[src/rtl/vc_alloc_if.sv]
// Handshake bundle between the input-VC requesters and one output-port VC allocator.
interface vc_alloc_if #(
   parameter int REQ_NUM = 10,
   parameter int VC_NUM  = 2,
   parameter int VC_SIZE = $clog2(VC_NUM)
);
   logic [REQ_NUM-1:0] req_i;
   logic [VC_NUM-1:0]  release_i;
   logic [REQ_NUM-1:0] grant_o;
   logic [VC_SIZE-1:0] grant_vc_o;
   logic [VC_NUM-1:0]  vc_busy_o;
   logic               error_o;

   modport master (
      output req_i, release_i,
      input  grant_o, grant_vc_o, vc_busy_o, error_o
   );

   modport slave (
      input  req_i, release_i,
      output grant_o, grant_vc_o, vc_busy_o, error_o
   );
endinterface

[src/rtl/vc_allocator_out.sv]
// Output-port VC allocator: round-robin over requesting input VCs, lowest free
// downstream VC, registered grant with the just-granted requester masked for a cycle.
module vc_allocator_out #(
   parameter int REQ_NUM = 10,
   parameter int VC_NUM  = 2,
   parameter int VC_SIZE = $clog2(VC_NUM)
) (
   input logic       clk,
   input logic       rst,
   vc_alloc_if.slave bus
);
   localparam int IDX_W = $clog2(REQ_NUM);

   logic [REQ_NUM-1:0] r_grant;
   logic [VC_SIZE-1:0] r_grant_vc;
   logic [VC_NUM-1:0]  r_busy;
   logic               r_err;
   logic [IDX_W-1:0]   r_last;

   logic [REQ_NUM-1:0] w_masked;
   logic [REQ_NUM-1:0] w_grant_vec;
   logic [VC_NUM-1:0]  w_vc_vec;
   logic [VC_SIZE-1:0] w_vc;
   logic [IDX_W-1:0]   w_sel;
   logic               w_vc_found;
   logic               w_req_found;
   logic               w_grant_en;
   logic               w_err;
   int                 w_k;

   always_comb begin
      // The previous grant is still visible on r_grant; its owner keeps req high while consuming it.
      w_masked    = bus.req_i & ~r_grant;
      w_vc_found  = 1'b0;
      w_vc        = '0;
      w_req_found = 1'b0;
      w_sel       = '0;
      w_k         = 0;
      w_grant_vec = '0;
      w_vc_vec    = '0;

      for (int v = VC_NUM - 1; v >= 0; v--) begin
         if (!r_busy[VC_SIZE'(v)]) begin
            w_vc_found = 1'b1;
            w_vc       = VC_SIZE'(v);
         end
      end

      for (int i = 1; i <= REQ_NUM; i++) begin
         w_k = int'(r_last) + i;
         if (w_k >= REQ_NUM) w_k = w_k - REQ_NUM;
         if (!w_req_found && w_masked[IDX_W'(w_k)]) begin
            w_req_found = 1'b1;
            w_sel       = IDX_W'(w_k);
         end
      end

      w_grant_en = w_req_found && w_vc_found;
      if (w_grant_en) begin
         w_grant_vec[w_sel] = 1'b1;
         w_vc_vec[w_vc]     = 1'b1;
      end

      w_err = |(bus.release_i & ~r_busy);
   end

   always_ff @(posedge clk) begin
      if (rst) begin
         r_grant    <= '0;
         r_grant_vc <= '0;
         r_busy     <= '0;
         r_err      <= 1'b0;
         r_last     <= IDX_W'(REQ_NUM - 1);
      end else begin
         r_grant    <= w_grant_vec;
         r_grant_vc <= w_grant_en ? w_vc : '0;
         // Releases of already-free VCs clear nothing, so the map is naturally unchanged by them.
         r_busy     <= (r_busy & ~bus.release_i) | w_vc_vec;
         r_err      <= w_err;
         if (w_grant_en) r_last <= w_sel;
      end
   end

   assign bus.grant_o    = r_grant;
   assign bus.grant_vc_o = r_grant_vc;
   assign bus.vc_busy_o  = r_busy;
   assign bus.error_o    = r_err;
endmodule

[src/flat_wrapper.sv]
// flat-port wrapper written by rule: the top's interface ports become plain ports
module vc_allocator_out_flat 
#(
   parameter int REQ_NUM = 10,
   parameter int VC_NUM  = 2,
   parameter int VC_SIZE = $clog2(VC_NUM)
)
  (clk, rst, bus_req_i, bus_release_i, bus_grant_o, bus_grant_vc_o, bus_vc_busy_o, bus_error_o);
  vc_alloc_if #(.REQ_NUM(REQ_NUM), .VC_NUM(VC_NUM), .VC_SIZE(VC_SIZE)) bus_i ();
  input logic clk;
  input logic rst;
  input wire logic [$bits(bus_i.req_i)-1:0] bus_req_i;
  input wire logic [$bits(bus_i.release_i)-1:0] bus_release_i;
  output wire logic [$bits(bus_i.grant_o)-1:0] bus_grant_o;
  output wire logic [$bits(bus_i.grant_vc_o)-1:0] bus_grant_vc_o;
  output wire logic [$bits(bus_i.vc_busy_o)-1:0] bus_vc_busy_o;
  output wire logic [$bits(bus_i.error_o)-1:0] bus_error_o;
  assign bus_i.req_i = bus_req_i;
  assign bus_i.release_i = bus_release_i;
  assign bus_grant_o = bus_i.grant_o;
  assign bus_grant_vc_o = bus_i.grant_vc_o;
  assign bus_vc_busy_o = bus_i.vc_busy_o;
  assign bus_error_o = bus_i.error_o;
  vc_allocator_out #(.REQ_NUM(REQ_NUM), .VC_NUM(VC_NUM), .VC_SIZE(VC_SIZE)) u_core (.clk(clk), .rst(rst), .bus(bus_i));
endmodule
[config.mk]
export PLATFORM = sky130hd
export DESIGN_NAME = vc_allocator_out_flat
export DESIGN_NICKNAME = d
export VERILOG_FILES = /design/src/rtl/vc_alloc_if.sv /design/src/rtl/vc_allocator_out.sv /design/src/flat_wrapper.sv
export SDC_FILE = /design/constraint.sdc
export NUM_CORES = 1
export LEC_CHECK = 0
export ABC_AREA = 1
export CAP_MARGIN = 20
export CORE_ASPECT_RATIO = 1.25
export CORE_MARGIN = 2
export CORE_UTILIZATION = 42
export CTS_CLUSTER_SIZE = 14
export DETAILED_ROUTE_END_ITERATION = 10
export PLACE_DENSITY = 0.68
export SLEW_MARGIN = 10
export SYNTH_ARGS = -nofsm -noshare
export SYNTH_HDL_FRONTEND = slang
export SYNTH_SLANG_ARGS = --single-unit
export TNS_END_PERCENT = 10
[constraint.sdc]
create_clock -name clk -period 3.8 [get_ports clk]
set_input_delay 0.95 -clock clk [delete_from_list [all_inputs] [get_ports clk]]
set_output_delay 0.95 -clock clk [all_outputs]
set_load 0.1 [all_outputs]
clocks.png
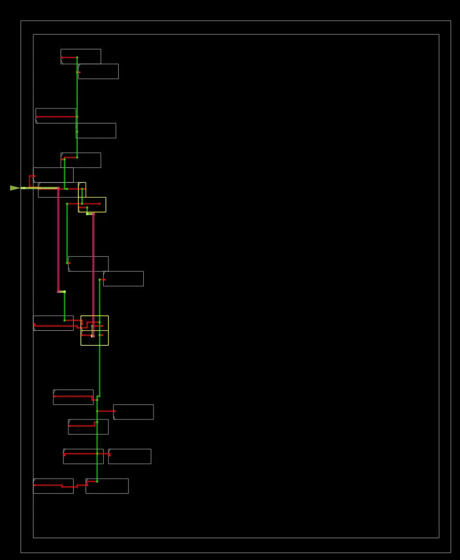
TritonCTS Buffers: 3
num sequential: 17
clk_lat worst skew: 0.25 ns
layout clock buffer count: 4

layer_met3.png
The bar under the picture is 20 um long.
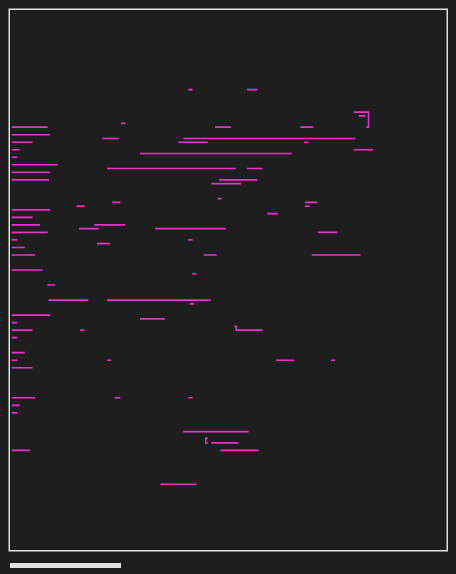
The longest straight run is 30.8 um. 56 nets have wire on it.
M3 GR Usage: 2.04%
final wirelength: 8.94 mm
Vias: 3309

layer_met1.png
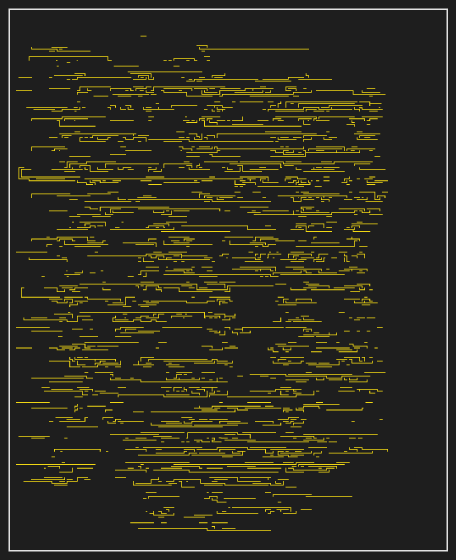
The layer carries 3500 um of wire. The layer holds 39% of the routed length. The wires run mostly horizontal. The longest straight run is 28.5 um.
routing usage on met1: 25.1%

placement_by_type.png
Fill, decap, tap and diode cells in gray.
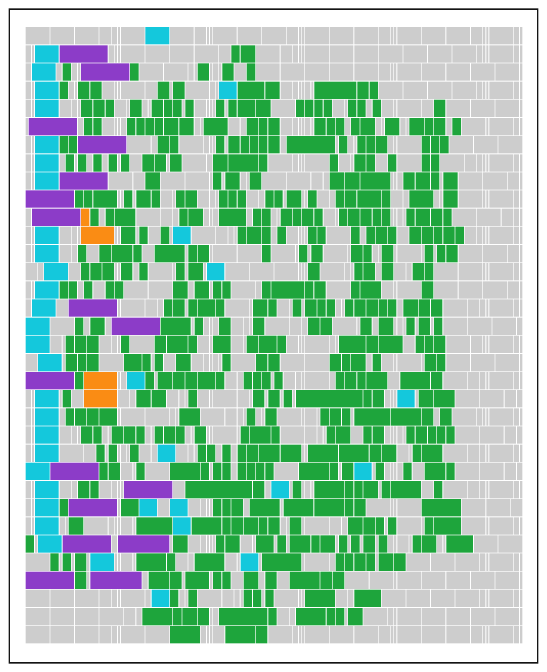
Key: green = combinational and other logic [cells 471]; orange = clock drivers and dummy loads [cells 4]; purple = flops [cells 17]; cyan = other buffers and delay cells [cells 39]
fin util: 50.0%
row cnt: 34
Seq/total area: 9.95%

==> flow_metrics.py <==
# Auto-generated metrics
metrics = {
    "logic_synthesis": {
        "common_cells": "nand2_1 (121), nand3_1 (68), inv_1 (58), nor2_1 (43), ha_1 (22)",
        "syn_area_um2": 2950,
        "adder_share_pct": 10.0,
        "ys.warnings.count": 0,
        "yosysTopAreaCell": "nand2_1",
        "yosysUniqueCellTypes": 47,
        "top_cell": "nand2_1",
        "xor_area_share_pct": 4.37,
        "ys_sh_aoi_pct": 12.8,
        "syn_inst": 495,
        "ys_seq_share_pct": 11.5,
        "ys_chip_area_um2": 2950,
        "area_leaders": "nand2_1 (15%), dfxtp_1 (12%), nand3_1 (12%), ha_1 (9.3%), inv_1 (7.4%)",
        "ys_ff": 17,
        "mux_share_pct": 0.466,
        "ys_cells": 495,
        "synth_area_per_cell_um2": 5.96,
        "fp_nets": 532,
        "top_logic_kind": "simple AND/OR/NAND/NOR gates",
        "ys_sh_simple_pct": 49.6,
        "top_cell_area_share_pct": 15.4,
        "synthFlopType": "dfxtp_1",
        "edf_count": 0,
        "synthArstFlopShare_pct": 0,
    },
    "sta": {
        "tightest_slew_ns": 0.993,
        "min_period_ns": 3.49,
        "skew_ns": 0.00341,
        "fin_tns_setup_ns": 0,
        "max_freq_mhz": 286,
        "relSlewSlack_pct": 33.6,
        "holdWs_ns": 0.464,
        "grt_setup_unrepaired": "false",
        "finalHoldViolations": 0,
        "maxSlewViolCount": 0,
        "worst_slack_ns": 0.305,
        "finalSetupViolations": 0,
        "period_used_pct": 92.0,
    },
    "critical_path": {
        "cp_top_family": "simple AND/OR/NAND/NOR gates",
        "crit_end": "u_core.bus.grant_o[1]$_SDFF_PP0_",
        "cp.depth": 20,
        "max_stage_delay_ns": 0.48,
        "reg2reg_to": "u_core.bus.grant_o[8]$_SDFF_PP0_",
        "reg2reg_slack_ns": 0.31,
        "endpoint_kind": "flop",
        "worst-setup-path-type": "in -> reg",
        "path_buffers": 3,
        "ff2ff_path_depth": 21,
        "required_ns": 3.99,
        "crit_chain": "clkdlybuf4s50_1 > nand2_1 > o21a_1 > inv_1 > nand2_1 > o21ai_0 > nand2_1 > nor2_2 > inv_2 > nand3_4 > nor2_8 > nand3_1 > nor2_1 > nor2_1 > nand2_1 > nor2_1 > nand3_1 > nor2_2 > nand3_2 > nor2_1",
        "critPathLaunchType": "input port",
        "cp_max_fo": 6,
        "critPathArrivalTime_ns": 3.68,
        "cp_slowest_cell": "clkdlybuf4s50_1",
        "startpoint": "bus_req_i[8]",
        "r2r_start": "u_core.r_last[0]$_SDFFE_PP1P_",
    },
    "placement": {
        "gp_congestion": 0.901,
        "post-dp-hpwl_mm": 7.49,
        "post-place-ws_ns": 0.103,
        "place_area_um2": 3360,
        "port-buffer-count": 26,
        "dp_cells": 616,
    },
    "grt": {
        "grtUsageMet2_pct": 46.0,
        "overflow": 0,
        "grt_pass1_wl_mm": 14.9,
        "antenna_found_initial": 0,
        "grt_pass1_vias": 3274,
        "grt_use_total_pct": 23.9,
        "grt_max_degree": 21,
        "grt_busiest_layer": "met2",
    },
    "floorplan": {
        "core_um2": 6890,
        "io_pins": 28,
        "floorplan.initialDensity_pct": 42.8,
        "taps": 90,
        "die_y_um": 97.7,
        "die_w_um": 79.0,
        "chipArea_um2": 7720,
    },
    "layout": {
        "layout_top_cell": "nand2_1",
        "final_layout_top_logic_cells": "nand2_1 (120), nand3_1 (68), inv_1 (58)",
        "nNonClkInverters": 72,
        "instances_no_fill": 621,
        "largest_reg_flops": 10,
        "seq_area_um2": 343,
        "post-route-cell-area_um2": 3450,
        "nNonClkBuffers": 39,
        "fin_nets": 569,
        "area_share_nonclk_buffers_pct": 10.4,
        "combGateArea_um2": 2310,
        "clk_share_pct": 1.31,
        "num_antenna_cells": 0,
        "drive_gt1_share_pct": 16.9,
        "comb-cell-share_pct": 67.0,
        "area_growth_pct": 16.8,
        "nFillCells": 742,
        "nMultiInputCombCells": 399,
        "top_area_cell_class": "multi-input combinational cells",
    },
    "drt": {
        "dr.max_layer_used": "met4",
        "wl_met2_mm": 4.68,
        "drt_iter0_drc": 148,
        "antenna_left": 0,
        "wl_met1_mm": 3.50,
        "drtPass1Iterations": 4,
        "dr_wl_met3_um": 332,
        "viasPerCell": 5.33,
        "post-route-drc-count": 0,
        "post_drt_wl_per_cell_um": 14.4,
    },
    "run": {
        "log.warning_count": 42,
        "drv_cap": 0,
    },
    "clock_tree": {
        "cts_tree": "yes",
        "cts_resized": 0,
        "clock_path_buffers": 2,
        "cts_hold_buf": 0,
        "cts_sinks": 17,
        "clockRootBuffer": "clkbuf_8",
        "cts_setup_buffers": 0,
        "clk_pin_slew_ns": 0.07,
        "htreeDepth": 1,
    },
    "status": {
        "status": "complete, no violations",
    },
    "hold_path": {
        "hold_depth": 2,
        "holdPathEnd": "u_core.bus.vc_busy_o[1]$_SDFF_PP0_",
        "hold_path.class": "reg -> reg",
        "min_from": "u_core.bus.vc_busy_o[1]$_SDFF_PP0_",
    },
}
